**Run 1: wiring by layer**

(8 px per micron) Two of the layers only.
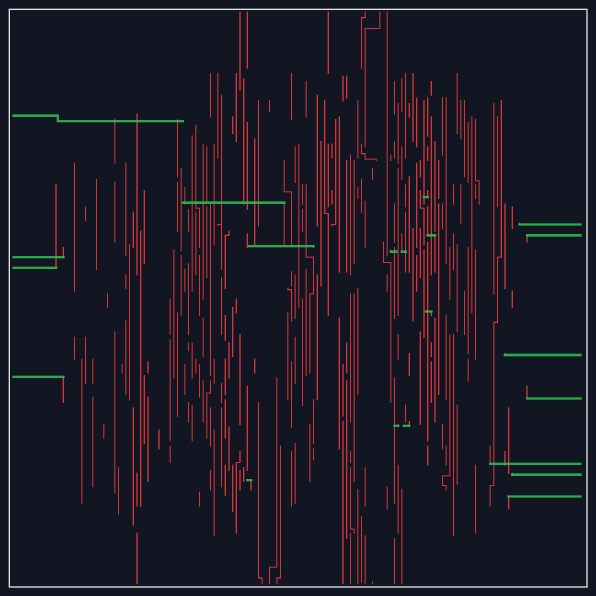
**Run 1: power grid**

(6 px per micron) Pins as bars on the die edge.
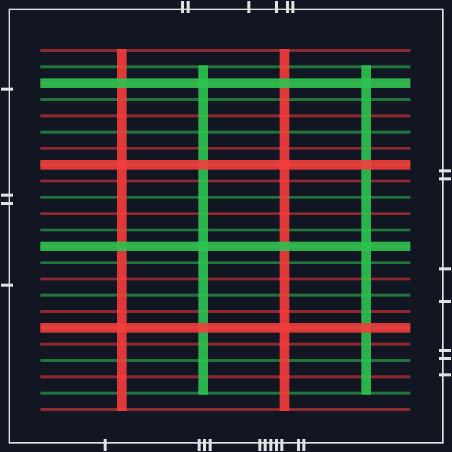
**Run 1: track usage over the die**

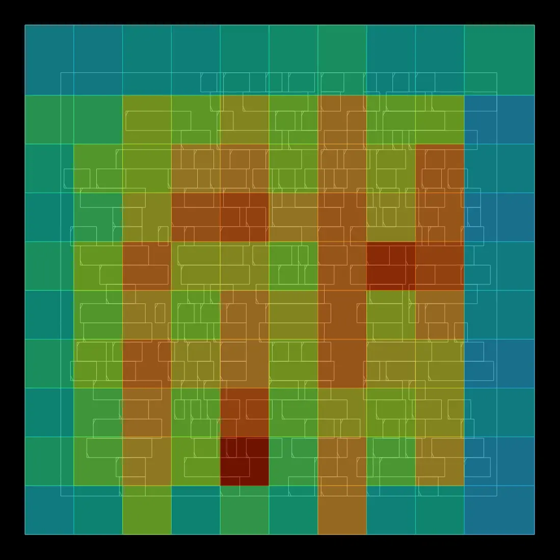
**Run 1: placement density heat map**

(4 px per micron) 7 x 7 tiles, from white (low) to dark blue (high), 0 to 100% covered.
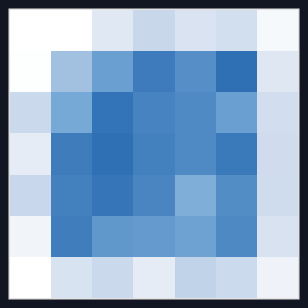
<file path="config.mk">
export PLATFORM = sky130hd
export DESIGN_NAME = sop_logic_eval_flat
export DESIGN_NICKNAME = d
export VERILOG_FILES = /design/src/rtl/sop_logic_eval_pkg.sv /design/src/rtl/sop_logic_eval_if.sv /design/src/rtl/sop_term_eval.sv /design/src/rtl/sop_logic_eval.sv /design/src/flat_wrapper.sv
export SDC_FILE = /design/constraint.sdc
export NUM_CORES = 1
export LEC_CHECK = 0
export CAP_MARGIN = 20
export CELL_PAD_IN_SITES_DETAIL_PLACEMENT = 1
export CELL_PAD_IN_SITES_GLOBAL_PLACEMENT = 1
export CORE_MARGIN = 5
export CORE_UTILIZATION = 36
export CTS_CLUSTER_SIZE = 30
export DETAILED_ROUTE_END_ITERATION = 16
export PLACE_DENSITY_LB_ADDON = 0.1
export SYNTH_ARGS = -nofsm -noshare
export SYNTH_HDL_FRONTEND = slang
export SYNTH_HIERARCHICAL = 1
export SYNTH_SLANG_ARGS = --single-unit
</file>
<file path="constraint.sdc">
create_clock -name clk -period 1.4 [get_ports clk]
set_input_delay 0.35 -clock clk [delete_from_list [all_inputs] [get_ports clk]]
set_output_delay 0.35 -clock clk [all_outputs]
set_load 0.01 [all_outputs]
</file>
<file path="src/rtl/sop_logic_eval_pkg.sv">
// Shared constants and helpers for the programmable sum-of-products evaluator.
package sop_logic_eval_pkg;

  localparam int unsigned SOP_N_IN   = 4;
  localparam int unsigned SOP_N_TERM = 2;
  localparam int unsigned SOP_CNT_W  = 8;

  // Default masks reproduce (x1&x2 | x3&x4) & (x2&x4)
  localparam logic [SOP_N_TERM*SOP_N_IN-1:0] SOP_DEF_TERM_MASK = 8'hC3;
  localparam logic [SOP_N_IN-1:0]            SOP_DEF_GATE_MASK = 4'hA;

  // Ceiling log2, used to size the config address
  function automatic int unsigned sop_clog2(input int unsigned v);
    int unsigned r;
    r = 0;
    for (int unsigned i = 0; i < 32; i++) begin
      if ((32'd1 << i) < v) r = i + 1;
    end
    return r;
  endfunction

endpackage

</file>
<file path="src/rtl/sop_logic_eval_if.sv">
// Input and result valid/ready streams of the sum-of-products evaluator.
interface sop_logic_eval_if
  import sop_logic_eval_pkg::*;
#(
  parameter int unsigned N_IN = SOP_N_IN
);
  logic            in_valid;
  logic            in_ready;
  logic [N_IN-1:0] in_x;
  logic            out_valid;
  logic            out_ready;
  logic            out_z;

  modport master (output in_valid, in_x, out_ready,
                  input  in_ready, out_valid, out_z);
  modport slave  (input  in_valid, in_x, out_ready,
                  output in_ready, out_valid, out_z);
endinterface

</file>
<file path="src/rtl/sop_term_eval.sv">
// Combinational evaluation: OR of masked product terms, gated by a masked product.
module sop_term_eval
  import sop_logic_eval_pkg::*;
#(
  parameter int unsigned N_IN   = SOP_N_IN,
  parameter int unsigned N_TERM = SOP_N_TERM,
  parameter bit          INVERT = 1'b0
) (
  input  logic [N_IN-1:0]        x,
  input  logic [N_TERM*N_IN-1:0] term_mask,
  input  logic [N_IN-1:0]        gate_mask,
  output logic                   z_c
);

  logic any_term_c;
  logic gate_ok_c;

  // A masked AND is true when every selected bit is set; an empty mask is true
  always_comb begin
    any_term_c = 1'b0;
    for (int unsigned t = 0; t < N_TERM; t++) begin
      any_term_c = any_term_c | (&(x | ~term_mask[t*N_IN +: N_IN]));
    end
    gate_ok_c = &(x | ~gate_mask);
    z_c       = (any_term_c & gate_ok_c) ^ INVERT;
  end

endmodule

</file>
<file path="src/rtl/sop_logic_eval.sv">
// Two-stage sum-of-products evaluator with writable masks and a saturating hit counter.
module sop_logic_eval
  import sop_logic_eval_pkg::*;
#(
  parameter int unsigned               N_IN          = SOP_N_IN,
  parameter int unsigned               N_TERM        = SOP_N_TERM,
  parameter int unsigned               CNT_W         = SOP_CNT_W,
  parameter logic [N_TERM*N_IN-1:0]    DEF_TERM_MASK = SOP_DEF_TERM_MASK,
  parameter logic [N_IN-1:0]           DEF_GATE_MASK = SOP_DEF_GATE_MASK,
  parameter bit                        INVERT        = 1'b0
) (
  input  logic                               clk,
  input  logic                               rst_n,
  sop_logic_eval_if.slave                    bus,
  input  logic                               cfg_we,
  input  logic [sop_clog2(N_TERM+1)-1:0]     cfg_addr,
  input  logic [N_IN-1:0]                    cfg_data,
  output logic                               cfg_err,
  input  logic                               cnt_clr,
  output logic [CNT_W-1:0]                   hit_cnt
);

  localparam int unsigned AW = sop_clog2(N_TERM + 1);

  logic                          s1_valid_q, s1_valid_d;
  logic [N_IN-1:0]               s1_x_q, s1_x_d;
  logic                          s2_valid_q, s2_valid_d;
  logic                          s2_z_q, s2_z_d;
  logic [N_TERM-1:0][N_IN-1:0]   term_mask_q, term_mask_d;
  logic [N_IN-1:0]               gate_mask_q, gate_mask_d;
  logic                          cfg_err_q, cfg_err_d;
  logic [CNT_W-1:0]              hit_cnt_q, hit_cnt_d;

  logic in_ready_c;
  logic s1_take_c;
  logic s2_take_c;
  logic deliver_c;
  logic cfg_ok_c;
  logic eval_z_c;

  sop_term_eval #(
    .N_IN   (N_IN),
    .N_TERM (N_TERM),
    .INVERT (INVERT)
  ) u_term_eval (
    .x         (s1_x_q),
    .term_mask (term_mask_q),
    .gate_mask (gate_mask_q),
    .z_c       (eval_z_c)
  );

  // s1 can only be blocked when both stages hold words and the result is stalled
  assign in_ready_c = !(s1_valid_q && s2_valid_q && !bus.out_ready);
  assign s1_take_c  = bus.in_valid && in_ready_c;
  assign s2_take_c  = s1_valid_q && (!s2_valid_q || bus.out_ready);
  assign deliver_c  = s2_valid_q && bus.out_ready;
  assign cfg_ok_c   = cfg_we && !s1_valid_q && !s2_valid_q && (cfg_addr <= AW'(N_TERM));

  // Next-state for pipeline, mask file, error pulse and hit counter
  always_comb begin
    s1_valid_d  = s1_valid_q;
    s1_x_d      = s1_x_q;
    s2_valid_d  = s2_valid_q;
    s2_z_d      = s2_z_q;
    term_mask_d = term_mask_q;
    gate_mask_d = gate_mask_q;
    cfg_err_d   = 1'b0;
    hit_cnt_d   = hit_cnt_q;

    if (s1_take_c) begin
      s1_valid_d = 1'b1;
      s1_x_d     = bus.in_x;
    end else if (s2_take_c) begin
      s1_valid_d = 1'b0;
    end

    if (s2_take_c) begin
      s2_valid_d = 1'b1;
      s2_z_d     = eval_z_c;
    end else if (deliver_c) begin
      s2_valid_d = 1'b0;
    end

    if (cfg_ok_c) begin
      if (cfg_addr == AW'(N_TERM)) begin
        gate_mask_d = cfg_data;
      end
      for (int unsigned t = 0; t < N_TERM; t++) begin
        if (cfg_addr == AW'(t)) term_mask_d[t] = cfg_data;
      end
    end
    cfg_err_d = cfg_we && !cfg_ok_c;

    // Clear beats a same-cycle hit; the counter sticks at all-ones
    if (cnt_clr) begin
      hit_cnt_d = '0;
    end else if (deliver_c && s2_z_q && (hit_cnt_q != {CNT_W{1'b1}})) begin
      hit_cnt_d = hit_cnt_q + CNT_W'(1);
    end
  end

  always_ff @(posedge clk or negedge rst_n) begin
    if (!rst_n) begin
      s1_valid_q  <= 1'b0;
      s1_x_q      <= '0;
      s2_valid_q  <= 1'b0;
      s2_z_q      <= 1'b0;
      term_mask_q <= DEF_TERM_MASK;
      gate_mask_q <= DEF_GATE_MASK;
      cfg_err_q   <= 1'b0;
      hit_cnt_q   <= '0;
    end else begin
      s1_valid_q  <= s1_valid_d;
      s1_x_q      <= s1_x_d;
      s2_valid_q  <= s2_valid_d;
      s2_z_q      <= s2_z_d;
      term_mask_q <= term_mask_d;
      gate_mask_q <= gate_mask_d;
      cfg_err_q   <= cfg_err_d;
      hit_cnt_q   <= hit_cnt_d;
    end
  end

  assign bus.in_ready  = in_ready_c;
  assign bus.out_valid = s2_valid_q;
  assign bus.out_z     = s2_z_q;
  assign cfg_err       = cfg_err_q;
  assign hit_cnt       = hit_cnt_q;

endmodule

</file>
<file path="src/flat_wrapper.sv">
// flat-port wrapper written by rule: the top's interface ports become plain ports
module sop_logic_eval_flat import sop_logic_eval_pkg::*;
#(
  parameter int unsigned               N_IN          = SOP_N_IN,
  parameter int unsigned               N_TERM        = SOP_N_TERM,
  parameter int unsigned               CNT_W         = SOP_CNT_W,
  parameter logic [N_TERM*N_IN-1:0]    DEF_TERM_MASK = SOP_DEF_TERM_MASK,
  parameter logic [N_IN-1:0]           DEF_GATE_MASK = SOP_DEF_GATE_MASK,
  parameter bit                        INVERT        = 1'b0
)
  (clk, rst_n, cfg_we, cfg_addr, cfg_data, cfg_err, cnt_clr, hit_cnt, bus_in_valid, bus_in_x, bus_out_ready, bus_in_ready, bus_out_valid, bus_out_z);
  sop_logic_eval_if #(.N_IN(N_IN)) bus_i ();
  input  logic clk;
  input  logic rst_n;
  input  logic cfg_we;
  input  logic [sop_clog2(N_TERM+1)-1:0] cfg_addr;
  input  logic [N_IN-1:0] cfg_data;
  output logic cfg_err;
  input  logic cnt_clr;
  output logic [CNT_W-1:0] hit_cnt;
  input wire logic [$bits(bus_i.in_valid)-1:0] bus_in_valid;
  input wire logic [$bits(bus_i.in_x)-1:0] bus_in_x;
  input wire logic [$bits(bus_i.out_ready)-1:0] bus_out_ready;
  output wire logic [$bits(bus_i.in_ready)-1:0] bus_in_ready;
  output wire logic [$bits(bus_i.out_valid)-1:0] bus_out_valid;
  output wire logic [$bits(bus_i.out_z)-1:0] bus_out_z;
  assign bus_i.in_valid = bus_in_valid;
  assign bus_i.in_x = bus_in_x;
  assign bus_i.out_ready = bus_out_ready;
  assign bus_in_ready = bus_i.in_ready;
  assign bus_out_valid = bus_i.out_valid;
  assign bus_out_z = bus_i.out_z;
  sop_logic_eval #(.N_IN(N_IN), .N_TERM(N_TERM), .CNT_W(CNT_W), .DEF_TERM_MASK(DEF_TERM_MASK), .DEF_GATE_MASK(DEF_GATE_MASK), .INVERT(INVERT)) u_core (.clk(clk), .rst_n(rst_n), .bus(bus_i), .cfg_we(cfg_we), .cfg_addr(cfg_addr), .cfg_data(cfg_data), .cfg_err(cfg_err), .cnt_clr(cnt_clr), .hit_cnt(hit_cnt));
endmodule
</file>
==> impl_metrics.csv, run 1 <==
group,metric,value,unit
cells_and_area,syn_to_final_growth,51.1,%
grt,grt_pass1_wl,6.62,mm
synthesis,ys_seq_share,51.1,%
synthesis,yosys_cells,115,
power_and_ir_drop,peakVddDrop,0.551,mV
synthesis,synth.top_cell.area_share,39.7,%
sta,rsz0062_at_grt,"yes",
drt,initialDrtViolationCount,49,
cts,cts_max_path_buffers,2,
drt,ant_nets,0,
synthesis,yosysUniqueCellTypes,37,
synthesis,synthesis.area,1390,sq um
die,num_rows,22,
run,cap_violations,0,
die,fp_util,37.6,%
drt,drc,0,
cells_and_area,final_layout_size_suffix_gt1_share,49.1,%
cts,cts_tree,"done",
cells_and_area,layout.nets,193,
outcome,status,"finished, violations left",
sta,final.setup_skew,1.84,ps
grt,grt_max_degree,29,
cts,root_buffer,"clkbuf_8",
sta,tns,-232,ps
critical_path,end_kind,"register",
synthesis,avgSynthCellArea,12.0,sq um
sta,setup_violations,5,
drt,post_drt_wl_per_cell,17.4,microns
sta,fin_crit_sh,107,%
outcome,failed_checks,"negative setup slack",
grt,antenna_found_initial,0,
critical_path,worstPathRequired,1570,ps
cts,clkTransAtPathRegs,90,ps
cts,cts_hold_buffers,0,
synthesis,async_flop_share,100,%
drt,vias,1164,
sta,setup_slack,-93.3,ps
die,dieArea,5190,sq um
sta,whs,425,ps
-- 'wiring by layer' (at the start) --
[met3] green | wire length: 123 microns
[met2] red | wire length: 2200 microns

-- 'power grid' (at the start) --
[VSS] red
[VDD] green
signal pins: 28
met4 straps: 4

-- 'track usage over the die' (at the start) --
GR Layer Usage met3: 2.49%
met1 usage: 18.3%
met2 Use GR: 31.5%

-- 'placement density heat map' (at the start) --
nearly empty tiles: 8.2%
fullest tile: 74%
emptiest ninth of the die: north-west

## run 1: Yosys cell counts (2+ instances only)
cell       instances
dfrtp_1           22
mux2_2            20
nand2b_1           9
dfstp_2            6
inv_1              6
nand2_1            4
nor2_1             4
nor2b_1            4
nand3_1            3
nand4_1            3
a21oi_1            2
and2_1             2
and3_1             2
nand3b_1           2
nand4b_1           2
o2111ai_1          2
o22ai_1            2
## run 1: timing repair
action / in CTS / in global routing
endpoints found under the setup margin: 35 / 19
endpoints found under the hold margin: 0 / 0
cloned: 0 / 0
pin swaps: 8 / 3
setup buffers: 12 / 2
resized: 44 / 5
## run 1: registers in the layout, indices dropped and copies added, names as in the netlist
register	cells
u_core/gate_mask_q	4
u_core/s1_valid_q	1
u_core/cfg_err	1
u_core/bus.out_valid	1
u_core/bus.out_z	1
u_core/term_mask_q	8
u_core/hit_cnt	8
u_core/s1_x_q	4
## run 1: power by group
part,total (mW),switching (mW),internal (mW)
logic,0.599,0.249,0.350
registers,1.05,0.0862,0.959
clock network,0.510,0.258,0.252
total,2.15,0.592,1.56
## run 1: worst max-delay path, cell delays in order (launching register included)
cell       delay, ps
dfrtp_2          420
buf_6            120
ha_4             170
a2111oi_4        340
mux2_4           330
## run 1: stage by stage
| step | instances | utilization, % | instance area (sq um) |
|---|---|---|---|
| floorplan | 115 | - | 1420 |
| global placement | 205 | 50.9 | 1880 |
| detailed placement | 205 | 50.9 | 1880 |
| CTS | 221 | 56.2 | 2070 |
| global route | 223 | 56.8 | 2090 |
| finish | 223 | 56.8 | 2090 |
## run 1: per-layer routing
metal / GRT usage [%] / wire (microns) / share of wire (%) / vias up
met5: 0 / 0 / 0 / -
met4: 7.52 / 97 / 2.5 / 0
met3: 2.49 / 123 / 3.2 / 10
met2: 31.5 / 2200 / 57 / 22
met1: 18.3 / 1450 / 37 / 589
li1: - / - / - / 543
## run 1: worst paths after layout
check / from / end / slack [ps] / depth (start not counted)
max: u_core/hit_cnt[1]$_DFFE_PN0P_ / u_core/hit_cnt[5]$_DFFE_PN0P_ / -90 / 4
min: rst_n / u_core/s1_valid_q$_DFFE_PN0P_ / 430 / 2
max reg2reg: u_core/hit_cnt[1]$_DFFE_PN0P_ / u_core/hit_cnt[5]$_DFFE_PN0P_ / -90 / 4
min reg2reg: u_core/gate_mask_q[2]$_DFFE_PN0P_ / u_core/gate_mask_q[2]$_DFFE_PN0P_ / 530 / 1
max in group asynchronous: rst_n / u_core/gate_mask_q[1]$_DFFE_PN1P_ / 740 / 2
min in group clk: u_core/gate_mask_q[2]$_DFFE_PN0P_ / u_core/gate_mask_q[2]$_DFFE_PN0P_ / 530 / 1
## run 1: area by class of cell
class                      instances  share of cell area (%)
sequential                        28                    34.2
multi-input combinational         80                    35.8
clock buffer                       4                    2.63
inverter                           6                    1.08
tap                               48                    2.87
timing repair buffer              57                    23.4
## run 1: cells by family after synthesis
logic type      after synthesis  synth area share (%)
mux                          22                  18.1
buf+inv                       7                  1.90
flops                        28                  51.1
fa+ha+maj                     1                 0.903
simple gates                 43                  19.5
compound gates               14                  8.49
**Run 1: clock network drawn from the DEF**

(8 px per micron)
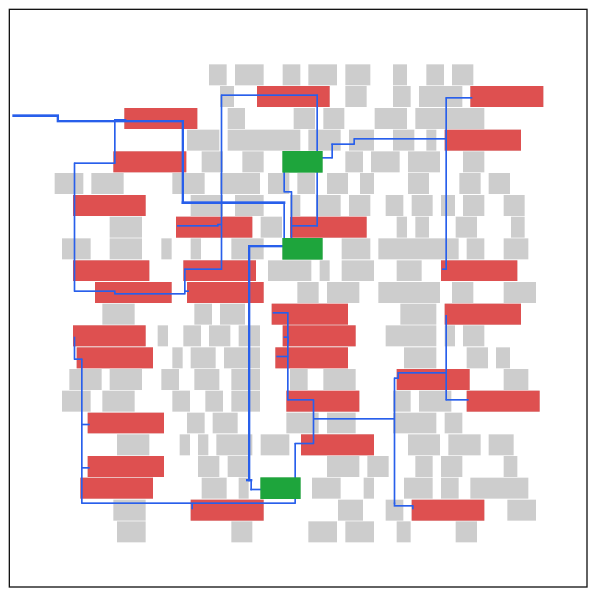

--- run 2 (diff from run 1) ---
CORE_MARGIN = 4   (was 5)
**Run 2: clock network drawn from the DEF**

(8 px per micron)
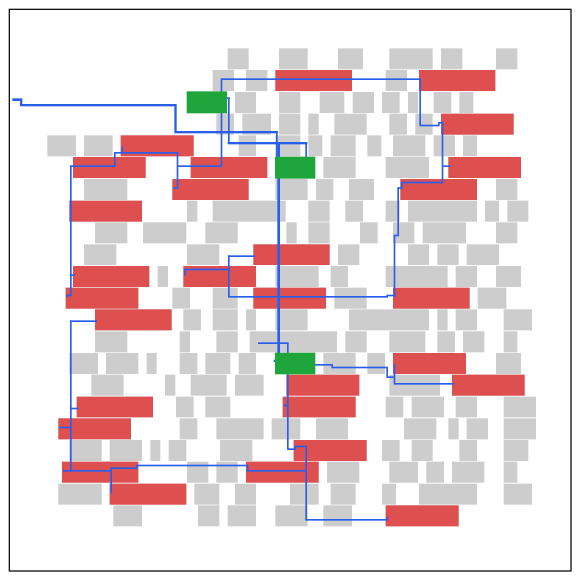
[cells driving clock nets] green | count: 3
[flip-flops] red | count: 28
[clock wires] blue | length: 368 microns
routed clock nets: 4

**Run 2: track usage over the die**

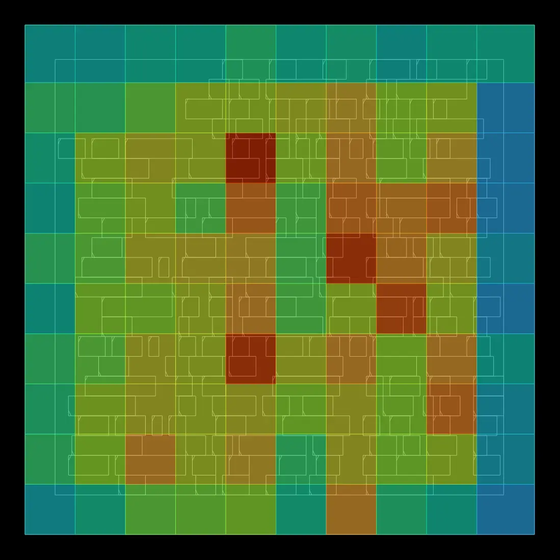
GR Layer Usage met3: 3.45%
met1 usage: 20.5%

**Run 2: placement density heat map**

(4 px per micron) 7 x 7 tiles, from white (low) to dark blue (high), 0 to 100% covered.
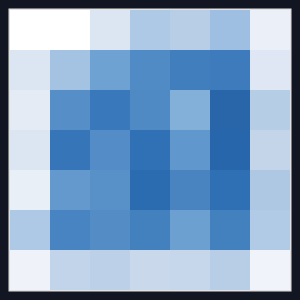
mean over tiles: 43%
tiles over 75% full: 6.1%
emptiest ninth of the die: north-west
densest ninth of the die: center
nearly empty tiles: 4.1%
fullest tile: 79%

==> run 2 against run 1 <==
Net effect:
- clock power grew 27%
- combinational power grew 8.2%
- global-route usage is essentially flat
- routed wire length grew 2.1%
- the run still ends with negative setup slack left
- die area shrank 5.5%
- setup slack lost 34 ps
- maximum frequency shrank 2.3%
- highest routed layer unchanged
- critical path depth is the same
- largest cell class unchanged
- count of clock-buffer cells in the layout shrank 1
- clock skew grew 7.6 ps
- non-clock buffer count grew 4
- critical endpoint unchanged
- core utilization grew 2.0 points
==> impl_metrics.csv, run 2 <==
group,metric,value,unit
drt,post_drt_wl_per_cell,17.4,microns
cts,root_buffer,"clkbuf_8",
critical_path,max_stage_delay,430,ps
synthesis,synthesis.area,1390,sq um
critical_path,path_depth,4,
grt,busiest_layer,"met2",
critical_path,crit_path_end,"u_core/hit_cnt[5]$_DFFE_PN0P_",
cts,cts_tree,"done",
synthesis,avgSynthCellArea,12.0,sq um
sta,rsz0062_at_grt,"yes",
synthesis,async_flop_share,100,%
grt,antenna_found_initial,0,
cells_and_area,syn_to_final_growth,56.5,%
sta,final.setup_skew,9.43,ps
drt,initialDrtViolationCount,66,
die,fp_util,37.6,%
cts,cts_hold_buffers,0,
drt,vias,1167,
critical_path,critPathSlowestCell,"dfrtp_2",
synthesis,yosysUniqueCellTypes,37,
critical_path,crit_family,"flip-flops",
outcome,status,"finished, violations left",
critical_path,crit_path_start,"u_core/hit_cnt[1]$_DFFE_PN0P_",
synthesis,yosys_cells,115,
drt,drc,0,
cts,cts_max_path_buffers,2,
sta,setup_violations,9,
synthesis,ys_seq_share,51.1,%
grt,grt_use_met2,29.3,%
critical_path,reg2reg_from,"u_core/hit_cnt[1]$_DFFE_PN0P_",
outcome,failed_checks,"negative setup slack",
die,dieArea,4900,sq um
critical_path,rrSetupSlack,-130,ps
synthesis,synth_dominant_cell_count,"dfrtp_1",
power_and_ir_drop,peakVddDrop,0.469,mV
sta,setup_slack,-128,ps
critical_path,rr_worst_depth,4,
critical_path,r2r-end,"u_core/hit_cnt[5]$_DFFE_PN0P_",
cells_and_area,final_layout_size_suffix_gt1_share,50.3,%
==> run 2: cell types whose count changed in the layout (fill, tap and decap cells not counted), sizes merged <==
cell	delta
buf	+6
clkbuf	-2
clkdlybuf4s15	-2
bufinv	+1
dlygate4sd2	+1
==> run 2: report_power, final <==
part / leakage (nW) / internal [mW] / switching (mW)
combinational: 0.568 / 0.381 / 0.267
sequential: 0.333 / 0.959 / 0.0801
clock: 0.0357 / 0.384 / 0.265
total: 0.937 / 1.72 / 0.612
==> run 2: cell type report <==
type	count	area share (%)
clock buffer	3	1.90
clock inverter	1	1.38
inverter	6	1.04
multi-input combinational	80	35.3
sequential	28	33.0
tap	48	2.77
timing repair buffer	61	24.6
==> run 2: timing repair <==
action	4_1_cts	5_1_grt
pin swaps	4	1
setup buffers	14	3
setup endpoints to repair	35	20
resized	46	9
==> run 2: cells by family (layout without fill, tap and decap cells) <==
logic type                 after synthesis  after routing  share of synthesized area [%]
AOI/OAI and AO/OA                       14             14                           8.49
adders and majority gates                1              1                          0.903
muxes                                   22             22                           18.1
DFF                                     28             28                           51.1
and+or+nand+nor                         43             43                           19.5
buffers and inverters                    7             71                           1.90
==> run 2: worst min path at each step <==
| stage | from | endpoint | slack [ps] |
|---|---|---|---|
| after floorplan | rst_n | u_core/bus.out_valid$_DFFE_PN0P_ | 50 |
| after global placement | u_core/term_mask_q[4]$_DFFE_PN0P_ | u_core/term_mask_q[4]$_DFFE_PN0P_ | 490 |
| after detailed placement | u_core/term_mask_q[4]$_DFFE_PN0P_ | u_core/term_mask_q[4]$_DFFE_PN0P_ | 510 |
| after CTS | rst_n | u_core/hit_cnt[5]$_DFFE_PN0P_ | 430 |
| after global routing | rst_n | u_core/hit_cnt[5]$_DFFE_PN0P_ | 430 |
| final | rst_n | u_core/hit_cnt[5]$_DFFE_PN0P_ | 420 |
==> run 2: stage by stage <==
step	hold slack, ps	util, %	instance area [sq um]	setup WS, ps	instances
3_3_place_gp	494	51.1	1890	-485	206
5_1_grt	428	58.8	2170	-151	227
3_5_place_dp	508	51.1	1890	-481	206
4_1_cts	429	57.4	2120	-68.9	224
6_report	425	58.8	2170	-128	227
2_1_floorplan	54.4	-	1420	-16.4	115
==> run 2: metal layers <==
metal	routed length, microns	part of all wire (%)
met3	125	3.2
met4	44	1.1
met1	1720	44
met2	2060	52
met5	0	0
Power and IR drop assume default switching activity.
